$ cat config.mk
export PLATFORM = sky130hd
export DESIGN_NAME = fu_alg_bypctl
export DESIGN_NICKNAME = d
export VERILOG_FILES = /design/src/rtl/fu_alg_pkg.sv /design/src/rtl/fu_alg_bypctl_dec.sv /design/src/rtl/fu_alg_bypctl.sv
export SDC_FILE = /design/constraint.sdc
export NUM_CORES = 1
export LEC_CHECK = 0
export CAP_MARGIN = 20
export CORE_UTILIZATION = 25
export DETAILED_ROUTE_END_ITERATION = 6
export PLACE_DENSITY_LB_ADDON = 0.08
export SKIP_CTS_REPAIR_TIMING = 1
export SLEW_MARGIN = 10
export SYNTH_ARGS = -nofsm -noshare
export SYNTH_HDL_FRONTEND = slang
export SYNTH_SLANG_ARGS = --single-unit
export TNS_END_PERCENT = 50
$ cat constraint.sdc
create_clock -name nclk -period 3 [get_ports nclk]
set_input_delay 0.3 -clock nclk [delete_from_list [all_inputs] [get_ports nclk]]
set_output_delay 0.3 -clock nclk [all_outputs]
set_load 0.01 [all_outputs]
$ cat src/rtl/fu_alg_pkg.sv
//==============================================================================
// Module      : fu_alg_pkg
// Description : Shared types and region constants for the alignment bypass
//               mux control path.
// Revision    : 1.0 - initial release
//==============================================================================
`default_nettype none

package fu_alg_pkg;

    // Bit ranges of the 163-bit aligner result
    localparam int unsigned c_REG_ADD_LSB  = 0;
    localparam int unsigned c_REG_ADD_MSB  = 52;
    localparam int unsigned c_REG_HI_LSB   = 53;
    localparam int unsigned c_REG_HI_MSB   = 98;
    localparam int unsigned c_REG_LOHI_LSB = 99;
    localparam int unsigned c_REG_LOHI_MSB = 130;
    localparam int unsigned c_REG_LO_LSB   = 131;
    localparam int unsigned c_REG_LO_MSB   = 162;
    localparam int unsigned c_ALIGN_W      = 163;

    typedef logic [0:0] state_t;
    localparam state_t c_ST_IDLE  = 1'b0;
    localparam state_t c_ST_PASS2 = 1'b1;

    typedef struct packed {
        logic v;
        logic byp;
        logic sub;
        logic is_int;
        logic dw;
    } ex_ctl_t;

endpackage

`default_nettype wire

$ cat src/rtl/fu_alg_bypctl_dec.sv
//==============================================================================
// Module      : fu_alg_bypctl_dec
// Description : Combinational decode of ex3 controls and drain state into the
//               region selects, result qualifiers and ex1/ex2 hold.
// Revision    : 1.0 - initial release
//==============================================================================
`default_nettype none

module fu_alg_bypctl_dec
    import fu_alg_pkg::*;
#(
    parameter bit INT_DW_EN = 1'b1
) (
    input  ex_ctl_t i_ex3,
    input  state_t  i_state,
    output logic    o_byp_sel_pos,
    output logic    o_byp_sel_neg,
    output logic    o_byp_sel_byp_pos,
    output logic    o_byp_sel_byp_neg,
    output logic    o_prd_sel_pos_hi,
    output logic    o_prd_sel_neg_hi,
    output logic    o_prd_sel_pos_lohi,
    output logic    o_prd_sel_neg_lohi,
    output logic    o_prd_sel_pos_lo,
    output logic    o_prd_sel_neg_lo,
    output logic    o_res_valid,
    output logic    o_res_hi,
    output logic    o_hold
);

    logic w_dw;
    assign w_dw = i_ex3.is_int & i_ex3.dw & INT_DW_EN;

    always_comb begin
        o_byp_sel_pos      = 1'b0;
        o_byp_sel_neg      = 1'b0;
        o_byp_sel_byp_pos  = 1'b0;
        o_byp_sel_byp_neg  = 1'b0;
        o_prd_sel_pos_hi   = 1'b0;
        o_prd_sel_neg_hi   = 1'b0;
        o_prd_sel_pos_lohi = 1'b0;
        o_prd_sel_neg_lohi = 1'b0;
        o_prd_sel_pos_lo   = 1'b0;
        o_prd_sel_neg_lo   = 1'b0;
        o_res_valid        = 1'b0;
        o_res_hi           = 1'b0;
        o_hold             = 1'b0;
        if (i_ex3.v) begin
            o_res_valid = 1'b1;
            if (!i_ex3.is_int) begin
                if (i_ex3.byp) begin
                    // Pass fraction only; product regions read zero
                    o_byp_sel_byp_pos = ~i_ex3.sub;
                    o_byp_sel_byp_neg = i_ex3.sub;
                end else begin
                    o_byp_sel_pos      = ~i_ex3.sub;
                    o_byp_sel_neg      = i_ex3.sub;
                    o_prd_sel_pos_hi   = ~i_ex3.sub;
                    o_prd_sel_neg_hi   = i_ex3.sub;
                    o_prd_sel_pos_lohi = ~i_ex3.sub;
                    o_prd_sel_neg_lohi = i_ex3.sub;
                    o_prd_sel_pos_lo   = ~i_ex3.sub;
                    o_prd_sel_neg_lo   = i_ex3.sub;
                end
            end else if (!w_dw) begin
                o_prd_sel_pos_lohi = ~i_ex3.sub;
                o_prd_sel_neg_lohi = i_ex3.sub;
                o_prd_sel_pos_lo   = ~i_ex3.sub;
                o_prd_sel_neg_lo   = i_ex3.sub;
            end else if (i_state == c_ST_PASS2) begin
                o_prd_sel_pos_lohi = ~i_ex3.sub;
                o_prd_sel_neg_lohi = i_ex3.sub;
                o_res_hi           = 1'b1;
            end else begin
                // First pass of a 64-bit drain: low word, keep the pipe held
                o_prd_sel_pos_lo = ~i_ex3.sub;
                o_prd_sel_neg_lo = i_ex3.sub;
                o_hold           = 1'b1;
            end
        end
    end

endmodule

`default_nettype wire

$ cat src/rtl/fu_alg_bypctl.sv
//==============================================================================
// Module      : fu_alg_bypctl
// Description : ex1->ex3 control pipeline and two-pass drain sequencer for the
//               alignment bypass mux selects.
// Revision    : 1.0 - initial release
//==============================================================================
`default_nettype none

module fu_alg_bypctl
    import fu_alg_pkg::*;
#(
    parameter bit INT_DW_EN = 1'b1
) (
    input  logic nclk,
    input  logic rst_n,
    input  logic ex1_valid,
    input  logic ex1_byp,
    input  logic ex1_eff_sub,
    input  logic ex1_int,
    input  logic ex1_int_dw,
    input  logic flush,
    input  logic stall,
    output logic ex3_byp_sel_pos,
    output logic ex3_byp_sel_neg,
    output logic ex3_byp_sel_byp_pos,
    output logic ex3_byp_sel_byp_neg,
    output logic ex3_prd_sel_pos_hi,
    output logic ex3_prd_sel_neg_hi,
    output logic ex3_prd_sel_pos_lohi,
    output logic ex3_prd_sel_neg_lohi,
    output logic ex3_prd_sel_pos_lo,
    output logic ex3_prd_sel_neg_lo,
    output logic ex3_res_valid,
    output logic ex3_res_hi,
    output logic ex3_hold
);

    ex_ctl_t r_ex2;
    ex_ctl_t r_ex3;
    ex_ctl_t w_ex1;
    state_t  r_state;
    state_t  w_state_nxt;
    logic    w_hold;
    logic    w_adv;

    assign w_ex1.v      = ex1_valid;
    assign w_ex1.byp    = ex1_byp;
    assign w_ex1.sub    = ex1_eff_sub;
    assign w_ex1.is_int = ex1_int;
    assign w_ex1.dw     = ex1_int_dw & ex1_int;

    assign w_adv    = ~stall & ~w_hold;
    assign ex3_hold = w_hold;

    always_ff @(posedge nclk or negedge rst_n) begin
        if (!rst_n) begin
            r_ex2 <= '0;
            r_ex3 <= '0;
        end else begin
            if (w_adv) begin
                r_ex2 <= w_ex1;
                r_ex3 <= r_ex2;
            end
            // Flush kills what is already in ex2/ex3; a fresh ex1 capture survives
            if (flush) begin
                r_ex3.v <= 1'b0;
                if (!w_adv) begin
                    r_ex2.v <= 1'b0;
                end
            end
        end
    end

    always_ff @(posedge nclk or negedge rst_n) begin
        if (!rst_n) begin
            r_state <= c_ST_IDLE;
        end else begin
            r_state <= w_state_nxt;
        end
    end

    always_comb begin
        w_state_nxt = r_state;
        if (flush) begin
            w_state_nxt = c_ST_IDLE;
        end else if (!stall) begin
            case (r_state)
                c_ST_IDLE:  if (w_hold) w_state_nxt = c_ST_PASS2;
                c_ST_PASS2: w_state_nxt = c_ST_IDLE;
                default:    w_state_nxt = c_ST_IDLE;
            endcase
        end
    end

    fu_alg_bypctl_dec #(
        .INT_DW_EN (INT_DW_EN)
    ) u_dec (
        .i_ex3              (r_ex3),
        .i_state            (r_state),
        .o_byp_sel_pos      (ex3_byp_sel_pos),
        .o_byp_sel_neg      (ex3_byp_sel_neg),
        .o_byp_sel_byp_pos  (ex3_byp_sel_byp_pos),
        .o_byp_sel_byp_neg  (ex3_byp_sel_byp_neg),
        .o_prd_sel_pos_hi   (ex3_prd_sel_pos_hi),
        .o_prd_sel_neg_hi   (ex3_prd_sel_neg_hi),
        .o_prd_sel_pos_lohi (ex3_prd_sel_pos_lohi),
        .o_prd_sel_neg_lohi (ex3_prd_sel_neg_lohi),
        .o_prd_sel_pos_lo   (ex3_prd_sel_pos_lo),
        .o_prd_sel_neg_lo   (ex3_prd_sel_neg_lo),
        .o_res_valid        (ex3_res_valid),
        .o_res_hi           (ex3_res_hi),
        .o_hold             (w_hold)
    );

endmodule

`default_nettype wire

run_1/class_map.png
The bar under the picture is 20 um long. Fill, decap, tap and diode cells in gray.
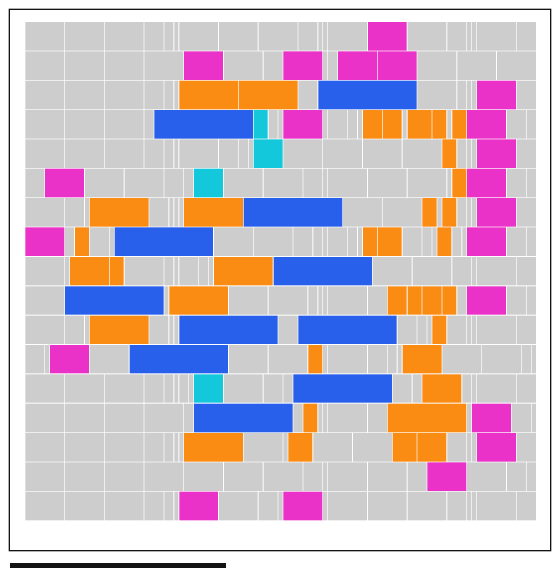
- remaining buffers and delay cells: magenta (cells 21; share of their area 27%)
- registers: blue (cells 11; share of their area 35%)
- clock drivers and dummy loads: cyan (cells 4; share of their area 3.3%)
- remaining logic cells: orange (cells 36; share of their area 35%)
Rows: 17
core area: 2190 um2
final design instance area without fill: 826 um2
Layout Utilization: 37.7%

run_1/congestion_map.png
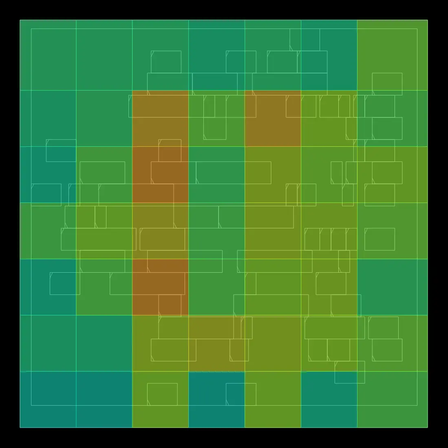
routed length per instance: 10.1 um
met3 Use GR: 3.09%
M1 GR Usage: 12.7%

run_1/m2.png
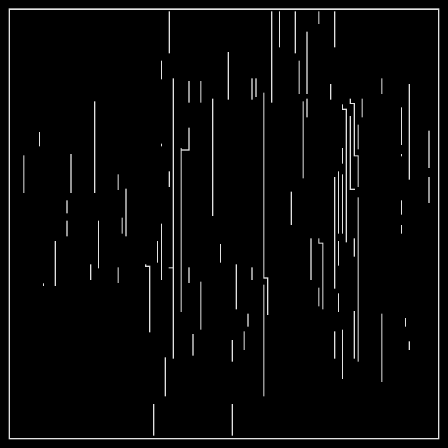
- longest straight run: 32.6 um
- share of all routed wire: 44%
- nets with wire on the layer: 66
- wire length on this layer: 444 um
via count: 405
GRT met2 Usage: 13.3%
drt total wl: 1.01 mm

==> results_slide.txt, run 1 <==
Flow Results at a Glance

Worst setup path
  – CP Max Fanout: 7
  – CP Class: reg -> out
  – Reg2Reg Depth: 3
  – Reg2Reg Capture Point: r_ex3[0]
  – Worst Path Required: 2.70 ns

GRT
  – Vias in the first global route: roughly 400
  – First-pass GRT wire length: between 1.5 and 2 mm
  – Tot GR Track Use: around a tenth
  – Total congestion overflow: 0

Synth
  – Cells in synth_stat.txt: ~50
  – Yosys top cell by area: dfrtp_1
  – Top post-synthesis cells by count: dfrtp_1 (11), nor2_1 (9), mux2_4 (8)
  – Register share after synthesis: a little under half
  – Post-synth net total: about 59
  – Top-area cell share: between 40% and 50%
  – Synth Instances: 50
  – Netlist cell types: 16
  – Top_reg_cell synth: dfrtp_1
  – Post-synthesis cell area: ~580 um2
  – Yosys warnings: 0
  – Post-synth EDFFs: 0
  – Most common cell in the synthesized netlist: dfrtp_1
  – Yosys Chip Area: roughly 580 um2

Layout
  – Number of diodes: 0
  – Storage element area: between 200 and 300 um2
  – Fillers: 226
  – Syn-to-layout area delta: 43.2%
  – Gate Area: between 200 and 300 um2
  – Share of cells above drive strength 1: approximately 17%

Power
  – PwrDens: 427 nW/um2
  – Leakage: 0.358 nW
  – Overall Power: 0.353 mW
  – Max VDD drop: around 0.00017 V

Routing
  – Pre-Repair DR Iteration Count: 3
  – DRC Markers: 0
  – Routed Antenna Nets: 0
  – Iteration-0 DRC count of the detailed router: 3
  – Via density per instance: roughly 4

Floorplan
  – Die W: roughly 50 um
  – Die area: between 2000 and 3000 um2
  – Die height: roughly 50 um
  – I/O pin total: 22

Clock network
  – CTS tree: yes
  – Clock sink count: 11
  – H-tree Lvls: 1
  – Clock buffer depth: 2
  – Clk slew on worst S/H paths: ~0.07 ns
  – Clk_lat worst skew: around 0.26 ns
  – TritonCTS Buffers: 3

Timing
  – Min Tclk post-route: approximately 2 ns
  – Fmax: around 0.50 GHz
  – Final setup viols: 0
  – Period utilization: approximately 67%
  – Final Max Tran Viols: 0
  – Max_slew headroom: between 60 and 70%
  – RSZ-0062 raised after global routing: false
  – Final tally of hold violations: 0
  – Minimum hold slack: ~0.37 ns
  – Worst Clk Skew: ~0.0035 ns

Outcome
  – Status: finished, final reports clean

Min path
  – Worst Hold Class: in -> async

Placement
  – DP Wirelength: 807 um
  – Port bufs: 21
  – Area after DPL: between 700 and 800 um2
[run 1: metal layers]
metal  share of wire, %  vias up
met2                 44       14
met5                  0        -
met1                 49      182
li1                   -      207
met3                6.2        2
met4               0.79        0
[run 1: cells by family after synthesis]
logic type | share of synthesized area, %
AND/OR/NAND/NOR | 21.3
multiplexers | 24.3
flip-flops | 47.7
AND-OR/OR-AND | 2.17
buffers and inverters | 4.55
[run 1: cell usage in the layout, fill, tap and decap left out, drive strengths merged, types with 2 or more instances in the layout]
cell	count
clkdlybuf4s50	21
nand2b	2
nor3	2
clkbuf	4
nor2b	2
nor2	10
mux2i	2
nand2	5
dfrtp	11
mux2	8
[run 1: power breakdown]
part | internal, mW | switching (mW) | total, mW
clock network | 0.0513 | 0.0456 | 0.0969
logic | 0.0477 | 0.0279 | 0.0756
registers | 0.165 | 0.0152 | 0.180
[run 1: worst max-delay path, cell delays in order, from the launching register on]
cell and delay [ns]:
dfrtp_1 0.45, and4b_1 0.40, clkdlybuf4s50_1 0.59
[run 1: per-stage QoR]
| step | worst slack (ns) | std cells |
|---|---|---|
| final | 1.00 | 100 |
| after global routing | 0.879 | 100 |
| after CTS | 0.981 | 100 |
| after detailed placement | 1.28 | 96 |
| after global placement | 1.28 | 96 |
| after floorplan | 1.58 | 50 |
[run 1: cell type report]
cell class | instances | area share, %
Tap cell | 28 | 4.24
Sequential cell | 11 | 33.3
Clock buffer | 4 | 3.18
Multi-Input combinational cell | 35 | 33.3
Timing Repair Buffer | 21 | 25.5
Inverter | 1 | 0.455
[run 1: state kept, by name (all words and copies together), names as in the netlist]
name and flops:
r_ex2 5, r_ex3 5, r_state 1
[run 1: how the worst max path moves through the flow]
stage | slack, ns | cells past startpoint | from | end
after detailed placement | 1.28 | 2 | r_ex3[1] | ex3_hold
after global placement | 1.28 | 2 | r_ex3[1] | ex3_hold
after global routing | 0.88 | 4 | r_ex3[1] | ex3_prd_sel_pos_lohi
after floorplan | 1.58 | 4 | r_ex3[4] | r_ex2[1]
final | 1.00 | 2 | r_ex3[1] | ex3_hold
after CTS | 0.98 | 2 | r_ex3[1] | ex3_hold
run_1/layers.png
The bar under the picture is 20 um long. Only two layers are drawn.
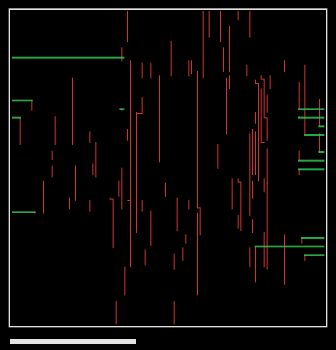

--- run 2 (diff from run 1) ---
==> constraint.sdc (replaced) <==
create_clock -name nclk -period 1.9 [get_ports nclk]
set_input_delay 0.19 -clock nclk [delete_from_list [all_inputs] [get_ports nclk]]
set_output_delay 0.19 -clock nclk [all_outputs]
set_load 0.01 [all_outputs]
run_2/layers.png
The bar under the picture is 20 um long. Only two layers are drawn.
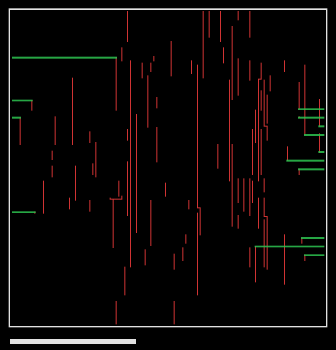
- M3: green (wire length 62.6 um)
- M2: red (wire length 464 um)
drt total wl: 1.02 mm
Tot GR Track Use: 9.77%

run_2/class_map.png
The bar under the picture is 20 um long. Fill, decap, tap and diode cells in gray.
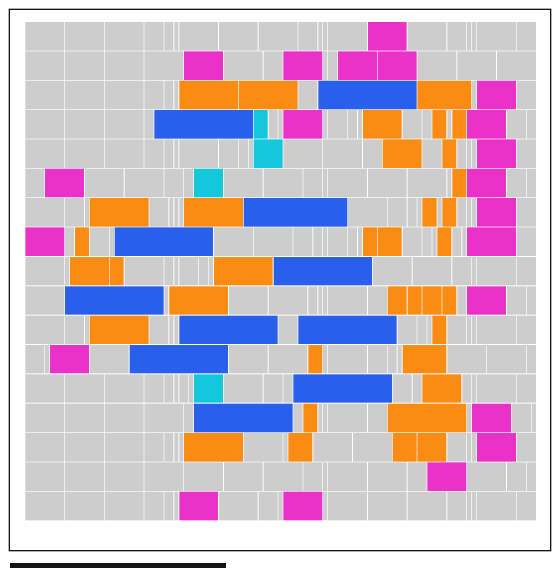
- remaining logic cells: orange (cells 36; share of their area 37%)
- remaining buffers and delay cells: magenta (cells 21; share of their area 26%)
- clock drivers and dummy loads: cyan (cells 4; share of their area 3.2%)
- registers: blue (cells 11; share of their area 34%)
flop share of the area: 32.6%
final design instance area without fill: 848 um2

==> run 2 against run 1 <==
Effect of this change: register-to-register slack got worse by 1.1 ns; clock-buffer cell count did not move; combinational power rose by 64%; synthesized cell count did not move; synthesized area did not move; global-route usage did not move; power rose by 61%; flip-flop count did not move; clock skew fell by 0.0022 ns; non-clock buffer count did not move; utilization rose by 1.0 points; die area did not move; critical path type unchanged.
==> results_slide.txt, run 2 <==
Flow Results at a Glance

Outcome
  – Status: finished, final reports clean

Synth
  – Netlist cell types: 16
  – Post-synthesis cell area: around 580 um2
  – Synth Instances: approximately 50
  – Most common cell in the synthesized netlist: dfrtp_1
  – Top-area cell share: between 40% and 50%
  – Yosys Chip Area: 577 um2
  – Yosys warnings: 0
  – Post-synth net total: 59
  – Top post-synthesis cells by count: dfrtp_1 (11), nor2_1 (9), mux2_4 (8)
  – Yosys top cell by area: dfrtp_1
  – Post-synth EDFFs: 0

Placement
  – Area after DPL: between 700 and 800 um2

Layout
  – Most numerous logic cell after layout: clkdlybuf4s50_1
  – Layout Utilization: around 39%
  – Share of cells above drive strength 1: 23.6%
  – Most numerous logic cells after layout: clkdlybuf4s50_1 (20), dfrtp_1 (10), nor2_1 (9)
  – Non-Filler Instances: 100
  – Number of diodes: 0
  – Biggest regs: r_ex2: 5 flops, r_ex3: 5 flops, r_state: 1 flops

Timing
  – Period utilization: between 90% and 100%
  – Min Tclk post-route: ~1.8 ns
  – Fmax: between 0.5 and 0.6 GHz
  – Max_slew headroom: 67.5%
  – Final Max Tran Viols: 0
  – Final setup viols: 0
  – Worst Clk Skew: between 0.001 and 0.0015 ns
  – Final tally of hold violations: 0

Worst setup path
  – Worst Path Required: between 1.5 and 2 ns
  – Reg2Reg Capture Point: r_ex3[0]
  – CP Max Fanout: 5
  – Reg2Reg Depth: 3
  – CP Class: reg -> out

Routing
  – Pre-Repair DR Iteration Count: 2
  – Via count: a little over 400
  – Iteration-0 DRC count of the detailed router: 3
  – Routed length per instance: roughly 10 um
  – Via density per instance: between 4 and 5
  – Routed Antenna Nets: 0

Clock network
  – CTS tree: yes
  – Clock buffer depth: 2
  – Clock sink count: 11
  – Clk slew on worst S/H paths: ~0.070 ns
  – Clk_lat worst skew: between 0.2 and 0.3 ns

Floorplan
  – Die height: approximately 50 um
  – Die W: ~50 um
  – Die area: approximately 2500 um2
  – I/O pin total: 22
  – Rows: 17

Power
  – Switching Share: between 20% and 30%
  – Comb pwr share: 21.7%
  – PwrDens: between 600 and 700 nW/um2
  – P_sw: between 0.1 and 0.15 mW
  – Flop pwr share: slightly above 50%
  – Clock Power Share: 27.3%
  – Int Power: 0.422 mW

GRT
  – Total congestion overflow: 0
-- run 2: cells by family (layout without fill, tap and decap cells) --
family,count (synthesis),after routing,share of synthesized area [%]
simple gates,23,23,21.3
mux,10,10,24.3
buf+inv,4,26,4.55
flops,11,11,47.7
compound gates,2,2,2.17
-- run 2: cell type report --
cell class	count	area, um2
clock buffer	4	26.3
tap	28	35.0
timing repair buffer	21	213
inverter	1	3.75
fill	224	1340
multi-input combinational	35	294
sequential	11	277
-- run 2: worst max path at each step --
stage | from | to | depth (start not counted)
6_report | r_state | ex3_hold | 2
3_5_place_dp | r_ex3[1] | ex3_hold | 2
4_1_cts | r_ex3[1] | ex3_hold | 2
3_3_place_gp | r_ex3[1] | ex3_hold | 2
2_1_floorplan | r_ex3[4] | r_ex2[1] | 4
5_1_grt | r_ex3[1] | ex3_prd_sel_neg_lohi | 4
-- run 2: worst max-delay path, cell delays in order (launching register included) --
cell             delay [ns]
dfrtp_1                0.41
and4b_2                0.39
clkdlybuf4s50_1        0.56
-- run 2: metrics by stage --
step           setup WS [ns]  setup TNS (ns)  hold WS, ns
2_1_floorplan          0.475               0       -0.106
3_3_place_gp           0.287               0        0.494
3_5_place_dp           0.286               0        0.501
4_1_cts             -0.00918        -0.00918        0.265
5_1_grt             -0.00636        -0.00636        0.286
6_report              0.0925               0        0.254
-- run 2: layer usage --
layer / track usage [%] / part of all wire [%] / wire (um)
met5: 0 / 0 / 0
met4: 7.14 / 0 / 0
met3: 3.09 / 6.1 / 62
met2: 13.3 / 46 / 463
met1: 12.7 / 48 / 489
-- run 2: power groups by stage --
| stage | Clock (mW) | Sequential, mW | Combinational (mW) |
|---|---|---|---|
| after floorplan | 0 | 0.283 | 0.0748 |
| after global placement | 0 | 0.290 | 0.120 |
| after detailed placement | 0 | 0.290 | 0.120 |
| after CTS | 0.164 | 0.285 | 0.121 |
| after global routing | 0.175 | 0.296 | 0.135 |
| final | 0.156 | 0.290 | 0.124 |
Power and IR drop assume default switching activity.
